File: config.mk
export PLATFORM = sky130hd
export DESIGN_NAME = imem_loader
export DESIGN_NICKNAME = d
export VERILOG_FILES = /design/src/rtl/imem_loader.sv
export SDC_FILE = /design/constraint.sdc
export NUM_CORES = 1
export LEC_CHECK = 0
export CORE_MARGIN = 5
export CORE_UTILIZATION = 49
export CTS_CLUSTER_DIAMETER = 100
export CTS_CLUSTER_SIZE = 24
export DETAILED_ROUTE_END_ITERATION = 10
export MAX_ROUTING_LAYER = met4
export PLACE_DENSITY = 0.76
export SETUP_SLACK_MARGIN = 0.05
export SYNTH_ARGS = -nofsm -noshare
export SYNTH_HDL_FRONTEND = slang
export SYNTH_SLANG_ARGS = --single-unit
File: constraint.sdc
create_clock -name clk -period 3.2 [get_ports clk]
set_input_delay 0.64 -clock clk [delete_from_list [all_inputs] [get_ports clk]]
set_output_delay 0.64 -clock clk [all_outputs]
set_load 0.01 [all_outputs]
File: src/rtl/imem_loader.sv
// Byte-stream instruction memory loader: 16-bit LE word count, LE data words, one write per word.
// Optional trailing XOR checksum byte when IMEM_LOADER_CHECKSUM_EN is defined.
module imem_loader #(
  parameter logic [31:0] BASE_ADDR   = 32'h0000_0000,
  parameter int unsigned DEPTH_WORDS = 4096
) (
  input  logic        clk,
  input  logic        rst_n,
  input  logic        start,
  input  logic        in_valid,
  input  logic [7:0]  in_data,
  output logic        in_ready,
  output logic        mem_we,
  output logic [31:0] mem_addr,
  output logic [31:0] mem_wdata,
  output logic        busy,
  output logic        done,
  output logic        error,
  output logic        cpu_hold
);

  localparam logic [2:0] ST_IDLE   = 3'd0;
  localparam logic [2:0] ST_LEN_LO = 3'd1;
  localparam logic [2:0] ST_LEN_HI = 3'd2;
  localparam logic [2:0] ST_DATA   = 3'd3;
  localparam logic [2:0] ST_CHK    = 3'd4;
  localparam logic [2:0] ST_DONE   = 3'd5;

  logic [2:0]  state_q, state_d;
  logic [15:0] len_q, len_d;
  logic [15:0] word_cnt_q, word_cnt_d;
  logic [1:0]  byte_idx_q, byte_idx_d;
  logic [23:0] part_q, part_d;
  logic        mem_we_q, mem_we_d;
  logic [31:0] mem_addr_q, mem_addr_d;
  logic [31:0] mem_wdata_q, mem_wdata_d;
  logic        error_q, error_d;
`ifdef IMEM_LOADER_CHECKSUM_EN
  logic [7:0]  csum_q, csum_d;
`endif

  logic        accept;
  logic [15:0] n_new;

  assign in_ready  = (state_q == ST_LEN_LO) || (state_q == ST_LEN_HI) ||
                     (state_q == ST_DATA)   || (state_q == ST_CHK);
  assign busy      = (state_q != ST_IDLE) && (state_q != ST_DONE);
  assign cpu_hold  = busy;
  assign done      = (state_q == ST_DONE);
  assign error     = error_q;
  assign mem_we    = mem_we_q;
  assign mem_addr  = mem_addr_q;
  assign mem_wdata = mem_wdata_q;
  assign accept    = in_valid && in_ready;
  assign n_new     = {in_data, len_q[7:0]};

  always_comb begin
    state_d     = state_q;
    len_d       = len_q;
    word_cnt_d  = word_cnt_q;
    byte_idx_d  = byte_idx_q;
    part_d      = part_q;
    mem_we_d    = 1'b0;
    mem_addr_d  = mem_addr_q;
    mem_wdata_d = mem_wdata_q;
    error_d     = error_q;
`ifdef IMEM_LOADER_CHECKSUM_EN
    csum_d      = csum_q;
`endif
    case (state_q)
      ST_IDLE, ST_DONE: begin
        if (start) begin
          state_d    = ST_LEN_LO;
          error_d    = 1'b0;
          word_cnt_d = '0;
          byte_idx_d = '0;
          part_d     = '0;
`ifdef IMEM_LOADER_CHECKSUM_EN
          csum_d     = '0;
`endif
        end
      end
      ST_LEN_LO: begin
        if (accept) begin
          len_d[7:0] = in_data;
          state_d    = ST_LEN_HI;
        end
      end
      ST_LEN_HI: begin
        if (accept) begin
          len_d = n_new;
          if (n_new == 16'd0) begin
            state_d = ST_DONE;
          end else if (32'(n_new) > DEPTH_WORDS) begin
            state_d = ST_DONE;
            error_d = 1'b1;
          end else begin
            state_d = ST_DATA;
          end
        end
      end
      ST_DATA: begin
        if (accept) begin
`ifdef IMEM_LOADER_CHECKSUM_EN
          csum_d = csum_q ^ in_data;
`endif
          // Bytes shift in from the top so the first byte ends up in bits 7:0.
          if (byte_idx_q == 2'd3) begin
            mem_we_d    = 1'b1;
            mem_wdata_d = {in_data, part_q};
            mem_addr_d  = BASE_ADDR + {14'b0, word_cnt_q, 2'b00};
            byte_idx_d  = '0;
            if (word_cnt_q == len_q - 16'd1) begin
`ifdef IMEM_LOADER_CHECKSUM_EN
              state_d = ST_CHK;
`else
              state_d = ST_DONE;
`endif
            end else begin
              word_cnt_d = word_cnt_q + 16'd1;
            end
          end else begin
            part_d     = {in_data, part_q[23:8]};
            byte_idx_d = byte_idx_q + 2'd1;
          end
        end
      end
      ST_CHK: begin
        if (accept) begin
`ifdef IMEM_LOADER_CHECKSUM_EN
          if (in_data != csum_q) error_d = 1'b1;
`endif
          state_d = ST_DONE;
        end
      end
      default: state_d = ST_IDLE;
    endcase
  end

  always_ff @(posedge clk or negedge rst_n) begin
    if (!rst_n) begin
      state_q     <= ST_IDLE;
      len_q       <= '0;
      word_cnt_q  <= '0;
      byte_idx_q  <= '0;
      part_q      <= '0;
      mem_we_q    <= 1'b0;
      mem_addr_q  <= '0;
      mem_wdata_q <= '0;
      error_q     <= 1'b0;
`ifdef IMEM_LOADER_CHECKSUM_EN
      csum_q      <= '0;
`endif
    end else begin
      state_q     <= state_d;
      len_q       <= len_d;
      word_cnt_q  <= word_cnt_d;
      byte_idx_q  <= byte_idx_d;
      part_q      <= part_d;
      mem_we_q    <= mem_we_d;
      mem_addr_q  <= mem_addr_d;
      mem_wdata_q <= mem_wdata_d;
      error_q     <= error_d;
`ifdef IMEM_LOADER_CHECKSUM_EN
      csum_q      <= csum_d;
`endif
    end
  end

endmodule

Run 1, register map, names as in the netlist:
Scale: 2 px per um.
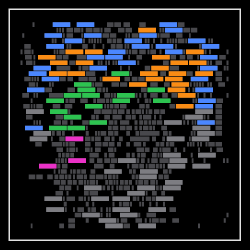
- part_q: orange (placed flops 24)
- len_q: green (placed flops 16)
- mem_wdata: blue (placed flops 32)
- state_q: magenta (placed flops 3)
- not colored: 36
Final Util: 59.34%
register area: 2778 sq um
Seq group: 0.00211 W

Run 1, the clock network:
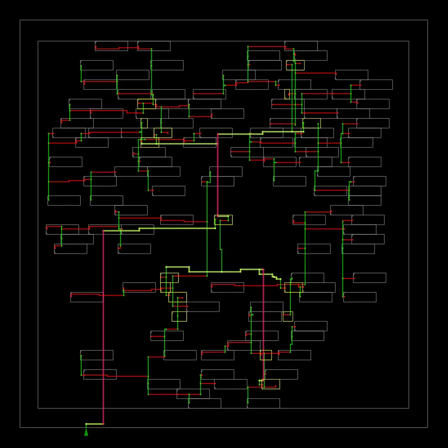
Final Skew: 0.01801 ns
number of CTS-inserted buffers: 9
clk sinks: 111
clock group power: 0.000798 W

Run 1, nets reached from selected ports:
Scale: 4 px per um.
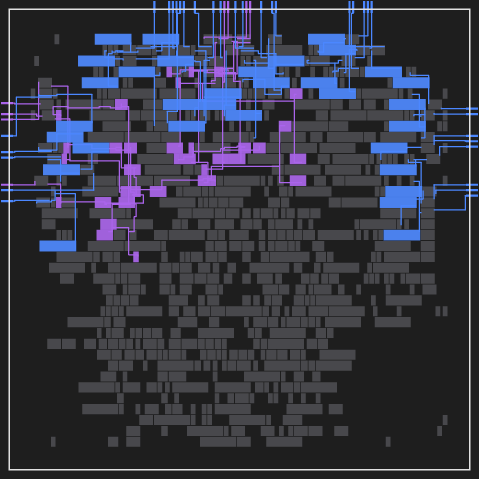
- in_data: purple (direction input; edge 4 north, 4 west; end cells 35; buffers 11; wire 649 um)
- mem_wdata: blue (direction output; edge 19 north, 8 east, 5 west; end cells 32; buffers 32; wire 896 um)

==> results.yml, run 1 <==
# flow metrics
worst_hold_path:
  hold_path_class: "input pin to asynchronous set/reset pin"
synthesis:
  ys_cells: 566
  ys_top_logic_family: "simple AND/OR/NAND/NOR gates"
  muxShareOfSynthArea_pct: 3.654
  ys_seq_share_pct: 51.66
  synthArstFlopShare_pct: 100.0
  top_cells_by_area: "dfrtp_1, nand2_1, a22o_1"
  yosysUniqueCellTypes: 61
  edf_count: 0
  synthAdderAreaFrac_pct: 0.9309
  syn_area_per_cell_sq_um: 9.499
  yosysChipArea_sq_um: 5376
  ys_sh_xor_pct: 3.258
  yosys_warnings: 0
  yosysTopAreaCell: "dfrtp_1"
  syn_area_sq_um: 5376
  yosysMostFrequentCell: "nand2_1"
  aoi_share_pct: 13.15
clock_tree:
  path_clk_slew_ns: 0.11
  clock-root-buffer: "clkbuf_8"
  cts_hold_buffers: 0
  cts_setup_buffers: 0
  cts_tree: "done"
global_route:
  met2_usage_pct: 30.23
  met1_usage_pct: 26.71
  grt_pass1_vias: 4122
  grt_max_degree: 62
  top_usage_layer: "met2"
  grt_overflow: 0
  antenna_found_initial: 0
sta:
  rsz0062_at_grt: "true"
  finalSetupViolCount: 0
  slew_violations: 0
  fin_crit_sh_pct: 94.33
  fin_setup_tns_ns: 0
  layout_min_cycle_time_ns: 3.018
  tightest_slew_ns: 0.7081
  max_freq_mhz: 331.3
cells_and_area:
  lay_top_cells: "nand2_1, dfrtp_1, clkdlybuf4s50_1"
  fillers: 895
  layout_top_cell: "nand2_1"
  n_antenna_cell: 0
  fin_nets: 649
route:
  wire_per_inst_um: 15.98
  firstDrtPassIters: 6
  wl_met2_mm: 5.871
  routedLengthMet1_mm: 5.597
  post-route-drc-count: 0
  top_layer_used: "met4"
  ant_nets: 0
  drtIter0Drc: 382
  wl_met3_um: 729
  routed_via_density: 5.573
place:
  portBuffers: 65
  dpl_cell_area_sq_um: 6170
  dp_hpwl_mm: 8.720
  gp_routability_congestion: 0.9122
power_and_ir_drop:
  ir_drop_mv: 0.3506
run:
  maxCapViolCount: 0
  tool_warnings: 28
die:
  core-area_sq_um: 10790
  pin_count: 82
  die_y_um: 114.8
worst_setup_path:
  setup.worst_path.end: "word_cnt_q[15]"
  cp.arrival_ns: 3.28
  r2r_cells: 11
  rrSetupSlack_ns: 0.18
  worst-path-buf-inv: 2
  cp_top_family: "AND-OR/OR-AND gates"
  r2r-end: "word_cnt_q[15]"
  crit_cells: 11
  crit_start: "len_q[1]"
  slowest_stage: "or4b_4"
status:
  status: "finished clean"
## run 1: cell type report
type | instances | area, sq um | share of cell area (%)
sequential | 111 | 2778 | 43.37
tap | 140 | 175.2 | 2.735
clock inverter | 5 | 40.04 | 0.6251
inverter | 14 | 52.55 | 0.8205
timing repair buffer | 86 | 832.0 | 12.99
clock buffer | 11 | 141.4 | 2.207
multi-input combinational | 411 | 2386 | 37.25
## run 1: metrics by stage
step	setup slack [ns]	utilization, %	total power (W)	hold WS, ns	std cells
after CTS	0.1264	58.85	0.004497	0.2944	774
after global routing	0.04491	59.34	0.004809	0.3304	778
after detailed placement	0.02102	57.16	0.003700	0.4611	758
final	0.1815	59.34	0.004527	0.2733	778
after floorplan	0.1782	-	0.003134	0.3444	581
after global placement	0.1066	57.16	0.003640	0.4568	758
## run 1: worst register-to-register path, delay by kind of cell, from the launching register on
kind	cells	cell delay (ns)
buffers and inverters	2	0.30
muxes	1	0.12
DFF	1	0.42
AOI/OAI and AO/OA	4	1.04
and+or+nand+nor	3	0.86
adders and majority gates	1	0.16
## run 1: registers in the layout, summed over array words and instances (netlist names)
signal and count:
state_q 3, mem_addr 16, byte_idx_q 2, len_q 16
mem_we 1, error 1, word_cnt_q 16, part_q 24
mem_wdata 32
## run 1: report_power, final
part	total [W]	switching, W	internal [W]
clock network	0.000798	0.000486	0.000312
registers	0.00211	0.000381	0.00173
logic	0.00161	0.000813	0.000802
total	0.00453	0.00168	0.00285
## run 1: logic make-up (layout without fill, tap and decap cells)
kind of cell / count (synthesis) / count (layout)
other cells: 1 / 16
compound gates: 95 / 95
mux: 18 / 18
buf+inv: 59 / 116
flops: 111 / 111
simple gates: 258 / 258
fa+ha+maj: 4 / 4
xor+xnor: 20 / 20
## Run 2: what changed since run 1
--- a/config.mk
+++ b/config.mk
@@ -6,13 +6,14 @@
 export NUM_CORES = 1
 export LEC_CHECK = 0
 export CORE_MARGIN = 5
-export CORE_UTILIZATION = 49
+export CORE_UTILIZATION = 54
 export CTS_CLUSTER_DIAMETER = 100
 export CTS_CLUSTER_SIZE = 24
 export DETAILED_ROUTE_END_ITERATION = 10
 export MAX_ROUTING_LAYER = met4
-export PLACE_DENSITY = 0.76
+export PLACE_DENSITY = 0.8
 export SETUP_SLACK_MARGIN = 0.05
+export SLEW_MARGIN = 20
 export SYNTH_ARGS = -nofsm -noshare
 export SYNTH_HDL_FRONTEND = slang
 export SYNTH_SLANG_ARGS = --single-unit
==> constraint.sdc (replaced) <==
create_clock -name clk -period 3.5 [get_ports clk]
set_input_delay 0.7 -clock clk [delete_from_list [all_inputs] [get_ports clk]]
set_output_delay 0.7 -clock clk [all_outputs]
set_load 0.01 [all_outputs]
Run 2, the clock network:
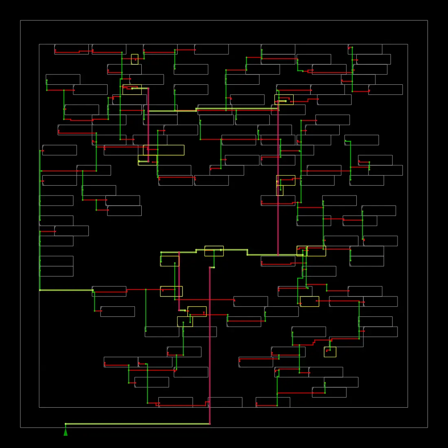
clock group power: 0.000807 W
registers: 111
clock buf count: 9
clk latency late pin: 0.38 ns
Final Skew: 0.01160 ns

Run 2, logic cells by family:
Scale: 3 px per um.
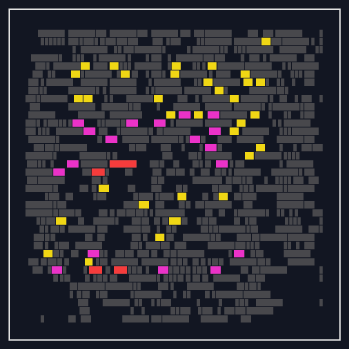
- AND-OR and OR-AND gates: yellow (cells 33)
- multiplexers: magenta (cells 18)
- adder and majority cells: red (cells 4)

==> run 2 against run 1 <==
Worst hold slack better by 0.046 ns. Clock power increased by 1%. Critical path type unchanged. Sequential cell count did not move.
==> results.yml, run 2 <==
# flow metrics
status:
  status: "finished clean"
sta:
  hold_violations: 0
  rsz0062_at_grt: "false"
  tightest_slew_ns: 0.6339
  fin_crit_sh_pct: 92.65
  layout_min_cycle_time_ns: 3.243
  fin_setup_tns_ns: 0
  slew_headroom_pct: 57.42
  slew_violations: 0
  max_freq_mhz: 308.4
  finalSetupViolCount: 0
  worst_slack_ns: 0.2573
  hold_ws_ns: 0.3190
die:
  die_y_um: 109.8
  core-area_sq_um: 9729
  die_w_um: 109.8
  die-area_sq_um: 12050
  initial_core_util_pct: 55.26
  pin_count: 82
  rows: 36
cells_and_area:
  area_growth_pct: 18.80
  n_antenna_cell: 0
  lay_top_cells: "nand2_1, dfrtp_1, clkdlybuf4s50_1"
  largest_register_ffs: 32
  instances_no_fill: 767
  drive_gt1_share_pct: 10.09
  layout_top_cell: "nand2_1"
  fin_nets: 645
  design_area_sq_um: 6387
  utilization_pct: 65.65
synthesis:
  synthAdderAreaFrac_pct: 0.9309
  yosysChipArea_sq_um: 5376
  ys.flops: 111
  ys_seq_share_pct: 51.66
  ff_type: "dfrtp_1"
  synthCells: 566
  common_cells: "nand2_1, dfrtp_1, a22o_1"
  top_cell_area_share_pct: 51.66
  muxShareOfSynthArea_pct: 3.654
  synthArstFlopShare_pct: 100.0
  top_cells_by_area: "dfrtp_1, nand2_1, a22o_1"
  aoi_share_pct: 13.15
  edf_count: 0
  yosysTopAreaCell: "dfrtp_1"
  ys_top_logic_family: "simple AND/OR/NAND/NOR gates"
  ys_sh_xor_pct: 3.258
  yosys_warnings: 0
  simple_gate_share_pct: 21.76
  ys_cells: 566
  syn_area_per_cell_sq_um: 9.499
  yosysUniqueCellTypes: 61
  yosysMostFrequentCell: "nand2_1"
  syn_area_sq_um: 5376
power_and_ir_drop:
  leakagePower_nw: 2.956
  power.density_nw_per_um2: 661.0
  p_total_w: 0.004222
  ir_drop_mv: 0.4333
route:
  routed_via_density: 5.644
  drtIter0Drc: 271
  routedLengthMet1_mm: 5.936
  firstDrtPassIters: 4
  post-route-drc-count: 0
  wl_met2_mm: 6.136
  wl_met3_um: 586
  top_layer_used: "met4"
  ant_nets: 0
global_route:
  grt_max_degree: 68
  grt_overflow: 0
  grt_pass1_vias: 4303
  antenna_found_initial: 0
  grt_pass1_wl_mm: 21.53
place:
  pre_cts_ws_ns: 0.1491
  dp_cells: 750
  portBuffers: 65
  dpl_cell_area_sq_um: 6141
  gp_routability_congestion: 0.8985
  dp_hpwl_mm: 9.296
worst_setup_path:
  worstSetupPathType: "flop to flop"
  start_kind: "flop"
  worstReg2RegStart: "len_q[0]"
  cp.required_ns: 3.75
  end_kind: "flop"
  r2r-end: "state_q[1]"
  cp_max_fo: 9
  cp.arrival_ns: 3.49
  rrSetupSlack_ns: 0.26
  r2r_cells: 11
clock_tree:
  numCtsBuffers: 9
  cts_hold_buffers: 0
  cts_max_path_buffers: 2
  htree_levels: 3
  path_clk_slew_ns: 0.10
  cts_tree: "done"
  clock-root-buffer: "clkbuf_8"
  cts_sinks: 111
run:
  maxCapViolCount: 0
  tool_warnings: 27
worst_hold_path:
  hold_path_class: "input pin to asynchronous set/reset pin"
Run 2, metal layers overlaid:
Scale: 3 px per um.
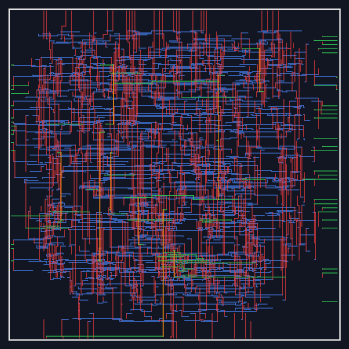
- met4: orange (wire length 226 um)
- met2: red (wire length 6140 um)
- met1: blue (wire length 5940 um)
- met3: green (wire length 587 um)
final wirelength: 12.89 mm
routed length per instance: 16.80 um
GRT Resource Usage Total: 23.61%
routed vias: 4329

run 2: routing by layer:
metal | vias up | global-route usage (%)
li1 | 2047 | -
met1 | 2145 | 32.41
met2 | 116 | 36.53
met3 | 21 | 3.464
met4 | 0 | 7.213
met5 | - | -
run 2: worst max-delay path by stage:
stage / start / end / slack (ns) / cells past startpoint
after floorplan: len_q[0] / word_cnt_q[2] / 0.48 / 12
after global placement: len_q[0] / word_cnt_q[15] / 0.29 / 11
after detailed placement: len_q[0] / word_cnt_q[8] / 0.15 / 11
after CTS: len_q[0] / word_cnt_q[8] / 0.12 / 11
after global routing: len_q[0] / word_cnt_q[2] / 0.08 / 11
final: len_q[0] / state_q[1] / 0.26 / 11
run 2: timing repair:
item | 4_1_cts | 5_1_grt
setup buffers | 0 | 1
gates resized | 0 | 5
endpoints found under the setup margin | 0 | 11
run 2: critical path: stages (launching register included):
cell and delay, ns:
dfrtp_1 0.43, inv_1 0.15, ha_4 0.21, or4b_4 0.49, or3_1 0.32, a211o_1 0.31, a211oi_2 0.25, o32ai_4 0.16
a2111oi_4 0.39, buf_4 0.19, nand2b_1 0.10, a311oi_1 0.09
run 2: area by class of cell:
class | count | area, sq um
inverter | 14 | 52.55
sequential | 111 | 2778
multi-input combinational | 411 | 2391
clock inverter | 7 | 83.83
clock buffer | 9 | 123.9
timing repair buffer | 82 | 792.0
fill | 787 | 3342
tap | 133 | 166.4
run 2: power by group:
group | total [W] | internal [W] | switching (W)
Sequential | 0.00193 | 0.00158 | 0.000350
Clock | 0.000807 | 0.000341 | 0.000466
Combinational | 0.00148 | 0.000726 | 0.000756
Total | 0.00422 | 0.00265 | 0.00157
run 2: cells by family after synthesis:
kind of cell    after synthesis
other cells                   1
simple gates                258
mux                          18
flops                       111
compound gates               95
xor+xnor                     20
fa+ha+maj                     4
buf+inv                      59
No activity file was given, so power comes from the tool's default toggle rates.
